$ cat config.mk
export PLATFORM = sky130hd
export DESIGN_NAME = t02_mem_arbiter_flat
export DESIGN_NICKNAME = d
export VERILOG_FILES = /design/src/rtl/t02_mem_arbiter_pkg.sv /design/src/rtl/t02_mem_arbiter_if.sv /design/src/rtl/t02_bus_timeout.sv /design/src/rtl/t02_mem_arbiter.sv /design/src/flat_wrapper.sv
export SDC_FILE = /design/constraint.sdc
export NUM_CORES = 1
export LEC_CHECK = 0
export ABC_AREA = 0
export CAP_MARGIN = 20
export CORE_AREA = 3 3 121 123
export DETAILED_ROUTE_END_ITERATION = 12
export DIE_AREA = 0 0 124 126
export PLACE_DENSITY = 0.91
export SLEW_MARGIN = 20
export SYNTH_ARGS = -nofsm -noshare
export SYNTH_HDL_FRONTEND = slang
export SYNTH_SLANG_ARGS = --single-unit
$ cat constraint.sdc
create_clock -name CLK -period 9.2 [get_ports CLK]
set_input_delay 0.92 -clock CLK [delete_from_list [all_inputs] [get_ports CLK]]
set_output_delay 0.92 -clock CLK [all_outputs]
set_load 0.02 [all_outputs]
$ cat src/rtl/t02_mem_arbiter_pkg.sv
// Shared types and constants for the instruction/data memory arbiter.
package t02_mem_pkg;

    typedef enum logic [2:0] {
        IDLE   = 3'd0,
        IFETCH = 3'd1,
        DREAD  = 3'd2,
        DWRITE = 3'd3,
        DONE   = 3'd4
    } arb_state_t;

    // Offset applied to every data-port address before it reaches the bus
    localparam logic [31:0] DMEM_BASE = 32'h33000000;
    // Maximum number of bus wait cycles before a transaction is abandoned
    localparam logic [7:0]  TIMEOUT   = 8'd255;
    // Read data returned to the requester when a transaction times out
    localparam logic [31:0] ERR_RDATA = 32'hFFFFFFFF;

endpackage

$ cat src/rtl/t02_mem_arbiter_if.sv
// Shared external memory bus: the arbiter is the master, the memory the slave.
interface t02_mem_arbiter_if;

    logic        bus_cyc;
    logic        bus_we;
    logic [31:0] bus_adr;
    logic [31:0] bus_wdat;
    logic [3:0]  bus_sel;
    logic        bus_ack;
    logic [31:0] bus_rdat;
    logic        bus_err;

    modport master (
        output bus_cyc, bus_we, bus_adr, bus_wdat, bus_sel, bus_err,
        input  bus_ack, bus_rdat
    );

    modport slave (
        input  bus_cyc, bus_we, bus_adr, bus_wdat, bus_sel, bus_err,
        output bus_ack, bus_rdat
    );

endinterface

$ cat src/rtl/t02_bus_timeout.sv
// Per-transaction watchdog: counts bus wait cycles, flags the final allowed one.
module t02_bus_timeout
    import t02_mem_pkg::*;
#(
    parameter logic [7:0] LIMIT = TIMEOUT
) (
    input  logic CLK,
    input  logic RST,
    input  logic clr,
    input  logic en,
    output logic expired
);

    logic [7:0] count_reg;

    // Wait-cycle counter, restarted at every grant
    always_ff @(posedge CLK or posedge RST) begin
        if (RST) begin
            count_reg <= 8'd0;
        end else if (clr) begin
            count_reg <= 8'd0;
        end else if (en) begin
            count_reg <= count_reg + 8'd1;
        end
    end

    // Asserted in the wait cycle whose increment makes the count reach LIMIT,
    // so the bus cycle is held for exactly LIMIT unacknowledged cycles
    assign expired = en && (count_reg == (LIMIT - 8'd1));

endmodule

$ cat src/rtl/t02_mem_arbiter.sv
// Single-outstanding arbiter sharing one memory bus between fetch and data ports.
module t02_mem_arbiter
    import t02_mem_pkg::*;
(
    input  logic        CLK,
    input  logic        RST,
    input  logic        i_req,
    input  logic [31:0] i_addr,
    output logic [31:0] i_rdata,
    output logic        i_ready,
    input  logic        d_ren,
    input  logic        d_wen,
    input  logic [31:0] d_addr,
    input  logic [31:0] d_wdata,
    input  logic [3:0]  d_sel,
    output logic [31:0] d_rdata,
    output logic        d_ready,
    t02_mem_arbiter_if.master bus
);

    arb_state_t  state_reg, state_next;
    logic        last_was_data_reg;
    logic        bus_cyc_reg, bus_we_reg, bus_err_reg;
    logic [31:0] bus_adr_reg, bus_wdat_reg;
    logic [3:0]  bus_sel_reg;
    logic [31:0] i_rdata_reg, d_rdata_reg;
    logic        i_ready_reg, d_ready_reg;

    logic        in_bus, grant, start_cyc, finish_ack, finish_to;
    logic        to_en, to_expired;

    assign to_en = bus_cyc_reg && !bus.bus_ack;

    t02_bus_timeout #(.LIMIT(TIMEOUT)) u_timeout (
        .CLK     (CLK),
        .RST     (RST),
        .clr     (grant),
        .en      (to_en),
        .expired (to_expired)
    );

    // State register
    always_ff @(posedge CLK or posedge RST) begin
        if (RST) begin
            state_reg <= IDLE;
        end else begin
            state_reg <= state_next;
        end
    end

    // Next state: data beats fetch unless the previous grant went to data
    always_comb begin
        state_next = state_reg;
        case (state_reg)
            IDLE: begin
                if (last_was_data_reg && i_req) begin
                    state_next = IFETCH;
                end else if (d_wen) begin
                    state_next = DWRITE;
                end else if (d_ren) begin
                    state_next = DREAD;
                end else if (i_req) begin
                    state_next = IFETCH;
                end
            end
            IFETCH, DREAD, DWRITE: begin
                if (bus_cyc_reg && (bus.bus_ack || to_expired)) begin
                    state_next = DONE;
                end
            end
            DONE:    state_next = IDLE;
            default: state_next = IDLE;
        endcase
    end

    // Control strobes derived from the current state
    always_comb begin
        in_bus     = (state_reg == IFETCH) || (state_reg == DREAD) || (state_reg == DWRITE);
        grant      = (state_reg == IDLE) && (state_next != IDLE);
        start_cyc  = in_bus && !bus_cyc_reg;
        finish_ack = in_bus && bus_cyc_reg && bus.bus_ack;
        finish_to  = in_bus && bus_cyc_reg && to_expired;
    end

    // Datapath: capture request at grant, run the bus cycle, return the result
    always_ff @(posedge CLK or posedge RST) begin
        if (RST) begin
            last_was_data_reg <= 1'b0;
            bus_cyc_reg       <= 1'b0;
            bus_we_reg        <= 1'b0;
            bus_err_reg       <= 1'b0;
            bus_adr_reg       <= 32'd0;
            bus_wdat_reg      <= 32'd0;
            bus_sel_reg       <= 4'd0;
            i_rdata_reg       <= 32'd0;
            d_rdata_reg       <= 32'd0;
            i_ready_reg       <= 1'b0;
            d_ready_reg       <= 1'b0;
        end else begin
            i_ready_reg <= 1'b0;
            d_ready_reg <= 1'b0;
            if (grant) begin
                if (state_next == IFETCH) begin
                    bus_adr_reg       <= i_addr;
                    bus_sel_reg       <= 4'hF;
                    bus_wdat_reg      <= 32'd0;
                    last_was_data_reg <= 1'b0;
                end else begin
                    bus_adr_reg       <= d_addr + DMEM_BASE;
                    bus_sel_reg       <= d_sel;
                    bus_wdat_reg      <= (state_next == DWRITE) ? d_wdata : 32'd0;
                    last_was_data_reg <= 1'b1;
                end
            end
            if (start_cyc) begin
                bus_cyc_reg <= 1'b1;
                bus_we_reg  <= (state_reg == DWRITE);
            end
            if (finish_ack || finish_to) begin
                bus_cyc_reg <= 1'b0;
                bus_we_reg  <= 1'b0;
                if (state_reg == IFETCH) begin
                    i_ready_reg <= 1'b1;
                    i_rdata_reg <= finish_to ? ERR_RDATA : bus.bus_rdat;
                end else begin
                    d_ready_reg <= 1'b1;
                    if (finish_to || (state_reg == DREAD)) begin
                        d_rdata_reg <= finish_to ? ERR_RDATA : bus.bus_rdat;
                    end
                end
            end
            if (finish_to) begin
                bus_err_reg <= 1'b1;
            end
        end
    end

    assign bus.bus_cyc  = bus_cyc_reg;
    assign bus.bus_we   = bus_we_reg;
    assign bus.bus_adr  = bus_adr_reg;
    assign bus.bus_wdat = bus_wdat_reg;
    assign bus.bus_sel  = bus_sel_reg;
    assign bus.bus_err  = bus_err_reg;
    assign i_rdata      = i_rdata_reg;
    assign i_ready      = i_ready_reg;
    assign d_rdata      = d_rdata_reg;
    assign d_ready      = d_ready_reg;

endmodule

$ cat src/flat_wrapper.sv
// flat-port wrapper written by rule: the top's interface ports become plain ports
module t02_mem_arbiter_flat import t02_mem_pkg::*;
  (CLK, RST, i_req, i_addr, i_rdata, i_ready, d_ren, d_wen, d_addr, d_wdata, d_sel, d_rdata, d_ready, bus_bus_cyc, bus_bus_we, bus_bus_adr, bus_bus_wdat, bus_bus_sel, bus_bus_err, bus_bus_ack, bus_bus_rdat);
  t02_mem_arbiter_if bus_i ();
  input  logic CLK;
  input  logic RST;
  input  logic i_req;
  input  logic [31:0] i_addr;
  output logic [31:0] i_rdata;
  output logic i_ready;
  input  logic d_ren;
  input  logic d_wen;
  input  logic [31:0] d_addr;
  input  logic [31:0] d_wdata;
  input  logic [3:0] d_sel;
  output logic [31:0] d_rdata;
  output logic d_ready;
  output wire logic [$bits(bus_i.bus_cyc)-1:0] bus_bus_cyc;
  output wire logic [$bits(bus_i.bus_we)-1:0] bus_bus_we;
  output wire logic [$bits(bus_i.bus_adr)-1:0] bus_bus_adr;
  output wire logic [$bits(bus_i.bus_wdat)-1:0] bus_bus_wdat;
  output wire logic [$bits(bus_i.bus_sel)-1:0] bus_bus_sel;
  output wire logic [$bits(bus_i.bus_err)-1:0] bus_bus_err;
  input wire logic [$bits(bus_i.bus_ack)-1:0] bus_bus_ack;
  input wire logic [$bits(bus_i.bus_rdat)-1:0] bus_bus_rdat;
  assign bus_bus_cyc = bus_i.bus_cyc;
  assign bus_bus_we = bus_i.bus_we;
  assign bus_bus_adr = bus_i.bus_adr;
  assign bus_bus_wdat = bus_i.bus_wdat;
  assign bus_bus_sel = bus_i.bus_sel;
  assign bus_bus_err = bus_i.bus_err;
  assign bus_i.bus_ack = bus_bus_ack;
  assign bus_i.bus_rdat = bus_bus_rdat;
  t02_mem_arbiter u_core (.CLK(CLK), .RST(RST), .i_req(i_req), .i_addr(i_addr), .i_rdata(i_rdata), .i_ready(i_ready), .d_ren(d_ren), .d_wen(d_wen), .d_addr(d_addr), .d_wdata(d_wdata), .d_sel(d_sel), .d_rdata(d_rdata), .d_ready(d_ready), .bus(bus_i));
endmodule
==> tab_implementation.tex <==
% Generated from flow reports
\begin{tabular}{lr}
\hline
Metric & Value \\
\hline
\multicolumn{2}{l}{\textbf{Timing}} \\
\quad Fmax & 353 MHz \\
\quad Final Hold Fails & 0 \\
\quad Final setup violating endpoints & 0 \\
\quad Minimum clock period after layout & 2.83 ns \\
\quad Relative slew slack & 30.4\% \\
\quad Final setup TNS & 0 ns \\
\quad Least setup slack across all paths after layout & 6.37 ns \\
\quad RSZ-0062 raised after global routing & no \\
\quad Transition time at the pin with the least slew margin & 1.04 ns \\
\quad Period utilization & 30.8\% \\
\quad Max-slew violation total from the final report & 0 \\
\multicolumn{2}{l}{\textbf{Placed design}} \\
\quad Total of buffers placed on input and output ports & 274 \\
\quad Placed instance area & 9020 µm² \\
\quad Worst slack at placement & 5.96 ns \\
\quad Number of placed instances, taps included & 917 \\
\quad RePlAce Congestion & 0.854 \\
\quad HPWL after DPL & 12900 µm \\
\multicolumn{2}{l}{\textbf{Worst setup path}} \\
\quad Data required, critical path & 9.50 ns \\
\quad Nature of the critical path endpoint & flip-flop \\
\quad First element of the critical path & bus\_bus\_ack \\
\quad Worst path arrival time & 3.13 ns \\
\quad Worst r2r dst & u\_core.bus.bus\_adr[22] \\
\quad Depth of the most critical reg-to-reg path & 4 \\
\quad Critical path capture point & u\_core.d\_rdata[16] \\
\quad Critical path class & in2reg \\
\quad Launching point of the worst reg2reg path & u\_core.state\_reg[1] \\
\quad Reg2reg setup slack & 6.77 ns \\
\quad Largest fanout on the critical path & 32 \\
\multicolumn{2}{l}{\textbf{Synthesis}} \\
\quad FFs w/ async S/R, synth & 100\% \\
\quad Synthesized net count & 625 \\
\quad Gate count of the mapped netlist & 484 \\
\quad Most frequently used cell type in the post-synthesis netlist & dfrtp\_1 \\
\quad Xor/xnor cell area share of the yosys netlist & 1.71\% \\
\quad Mux share & 11.7\% \\
\quad Summed instance area of the synthesized netlist & 6140 µm² \\
\quad Simple Share, Synth & 10.9\% \\
\quad Adders+Majority by Area & 0.612\% \\
\quad Number of cell instances after yosys synthesis & 484 \\
\quad Yosys top cell by area & dfrtp\_1 \\
\quad Number of warnings printed during yosys synthesis & 0 \\
\quad Largest family of logic cells by area & multiplexers \\
\quad Ys flop type & dfrtp\_1 \\
\quad Average footprint of a synthesized cell & 12.7 µm² \\
\quad Area leader share & 60.8\% \\
\quad Sequential fraction of the synthesis area & 60.8\% \\
\quad Post-synth tally of flip-flops with integrated enable & 0 \\
\quad Top cells by count, synth & 149 x dfrtp\_1, 61 x mux2\_2, 61 x nor2\_1 \\
\quad Flops out of synthesis & 149 \\
\quad Netlist cell types & 43 \\
\quad Post-synthesis chip area from yosys & 6140 µm² \\
\quad Biggest area cells & dfrtp\_1 61\%, mux2\_2 11\%, a22o\_1 4.6\% \\
\multicolumn{2}{l}{\textbf{Clock tree}} \\
\quad Maximum clock path buffer count & 2 \\
\quad Clock buffers created by TritonCTS & 17 \\
\quad Post-cts gate resize count & 0 \\
\quad Clock sink count & 149 \\
\quad Post-CTS setup buffer count & 0 \\
\quad Count of hold-fix buffers inserted at cts & 0 \\
\quad Buffer cell driving the clock tree root & clkbuf\_16 \\
\quad TritonCTS clock tree & built \\
\quad H-tree depth reported by CTS & 4 \\
\multicolumn{2}{l}{\textbf{Power and ir drop}} \\
\quad Sequential share of power & 32.8\% \\
\quad Total combinational power & 1570 µW \\
\quad Total sequential power & 1130 µW \\
\quad Internal portion of total power & 2170 µW \\
\quad Sw frac & 36.9\% \\
\quad Net switching power figure & 1270 µW \\
\quad Largest power group & combinational cells \\
\quad Total power of the final layout & 3440 µW \\
\quad Comb pwr share & 45.8\% \\
\multicolumn{2}{l}{\textbf{Flow run}} \\
\quad Number of warnings in the stage logs & 27 \\
\quad Max-capacitance violation count & 0 \\
\multicolumn{2}{l}{\textbf{Global routing}} \\
\quad Number of global-route vias before repair & 5364 \\
\quad Maximum number of pins on one net before global-route repair & 85 \\
\quad Initial antenna violation count & 0 \\
\quad Global route overflow & 0 \\
\quad Global-route wire length before repair & 28000 µm \\
\multicolumn{2}{l}{\textbf{Routing}} \\
\quad Via/cell ratio & 5.26 \\
\quad Number of search-and-repair iterations in the first detailed-routing pass & 4 \\
\quad Remaining routing DRC violations & 0 \\
\quad Number of nets with antenna violations after routing & 0 \\
\quad Starting DRC count in detailed routing & 247 \\
\multicolumn{2}{l}{\textbf{Floorplanning}} \\
\quad Chip area & 15600 µm² \\
\quad Die span in y & 126 µm \\
\quad I/O Pins & 275 \\
\quad Chip width & 124 µm \\
\quad Share of the core filled by cells before placement & 44.5\% \\
\multicolumn{2}{l}{\textbf{Hold path}} \\
\quad Capture endpoint of the worst hold path & u\_core.bus.bus\_err \\
\quad Number of stages on the worst hold path & 1 \\
\quad Hold path start & u\_core.bus.bus\_err \\
\multicolumn{2}{l}{\textbf{Finish}} \\
\quad Share of post-route cells with drive strength above 1 & 18.7\% \\
\quad Filler cell count & 944 \\
\quad Commonest Layout Cell & clkdlybuf4s50\_1 \\
\quad Most instantiated logic cells after routing & 274 x clkdlybuf4s50\_1, 149 x dfrtp\_1, 61 x mux2\_2, 61 x nor2\_1, 34 x or2\_2 \\
\quad Number of diodes & 0 \\
\quad Area growth, synth to finish & 57.4\% \\
\multicolumn{2}{l}{\textbf{Outcome}} \\
\quad Run status & complete, no violations \\
\hline
\end{tabular}
per-layer routing:
layer	vias to the layer above	wire length (µm)	GRT usage [%]	share of wire (%)
li1	2269	-	-	-
met1	2471	6680	26.7	38
met2	230	9130	39.2	51
met3	25	1660	8.49	9.3
met4	0	349	7.99	2.0
met5	-	0	0	0
cell type report:
cell class                 count  area [µm²]  share of cell area [%]
inverter                       6        27.5                   0.285
multi-input combinational    301        2240                    23.2
timing repair buffer         281        2800                    29.0
tap                          180         225                    2.33
sequential                   149        3730                    38.6
clock inverter                15         209                    2.16
clock buffer                  17         425                    4.40
critical path: stages:
cell and delay (ns):
clkdlybuf4s50_1 0.46, nand2b_1 0.26, or4_4 0.57, o31ai_4 0.07, buf_4 0.43, mux2_2 0.41
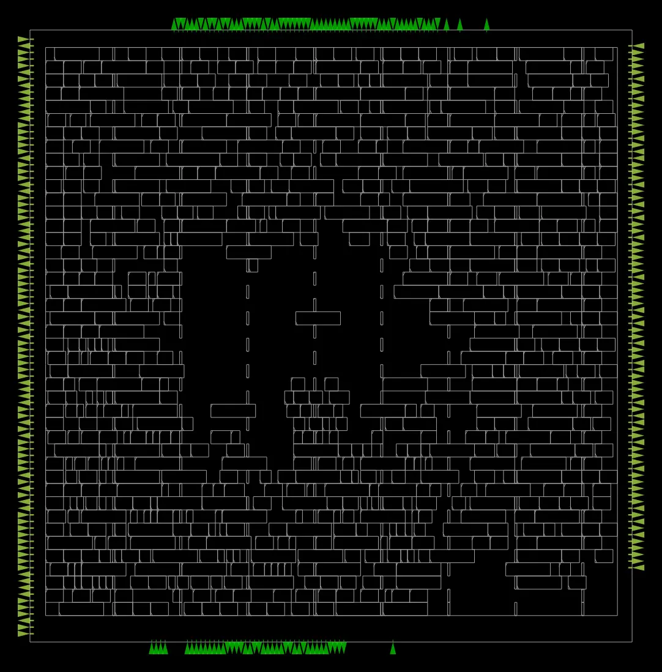
Fig. 1. Cell placement.
final cell count without fillers: 949
flop share of the area: 38.6%
Core Footprint: 13800 µm²
number of flip-flops and latches: 149

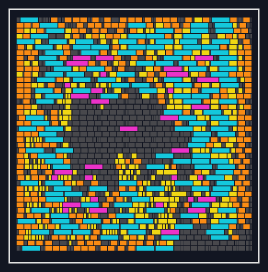
Fig. 2. Placement by cell class.
Drawn at 2 px/µm. Fill, decap, tap and diode cells in grey.
- clock drivers and dummy loads: magenta (cells 32)
- other buffers and delay cells: orange (cells 281)
- flops: cyan (cells 149)
- combinational and other logic: yellow (cells 307)
Final Core Density: 70.1%
standard-cell rows: 43
cell area after layout: 9660 µm²

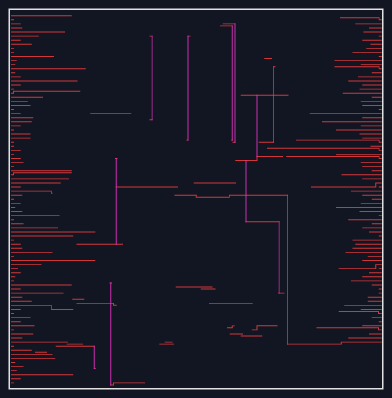
Fig. 3. Metal layers overlaid.
Drawn at 3 px/µm. Only two layers are drawn.
- metal 3: red (wire length 1660 µm)
- metal 4: magenta (wire length 350 µm)
WL per Instance: 18.8 µm
overall routing resource usage: 23.1%
wirelength, routed: 17800 µm
total vias in the final route: 4995

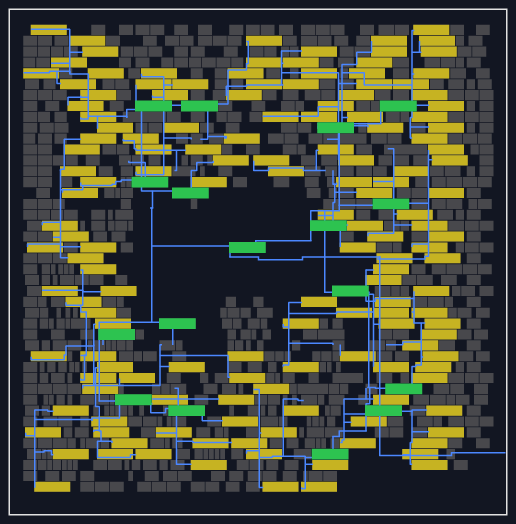
Fig. 4. Routed clock nets over the placement.
Drawn at 4 px/µm.
- flip-flops: yellow (count 149)
- clock wires: blue (length 1750 µm)
- clock drivers: green (count 17)
- routed clock nets: 18
share of total power in the clock network: 21.4%
clock group total power: 737 µW
worst clock skew: 0.00893 ns
clk_lat worst skew: 0.41 ns

No activity file was given, so power comes from the tool's default toggle rates.
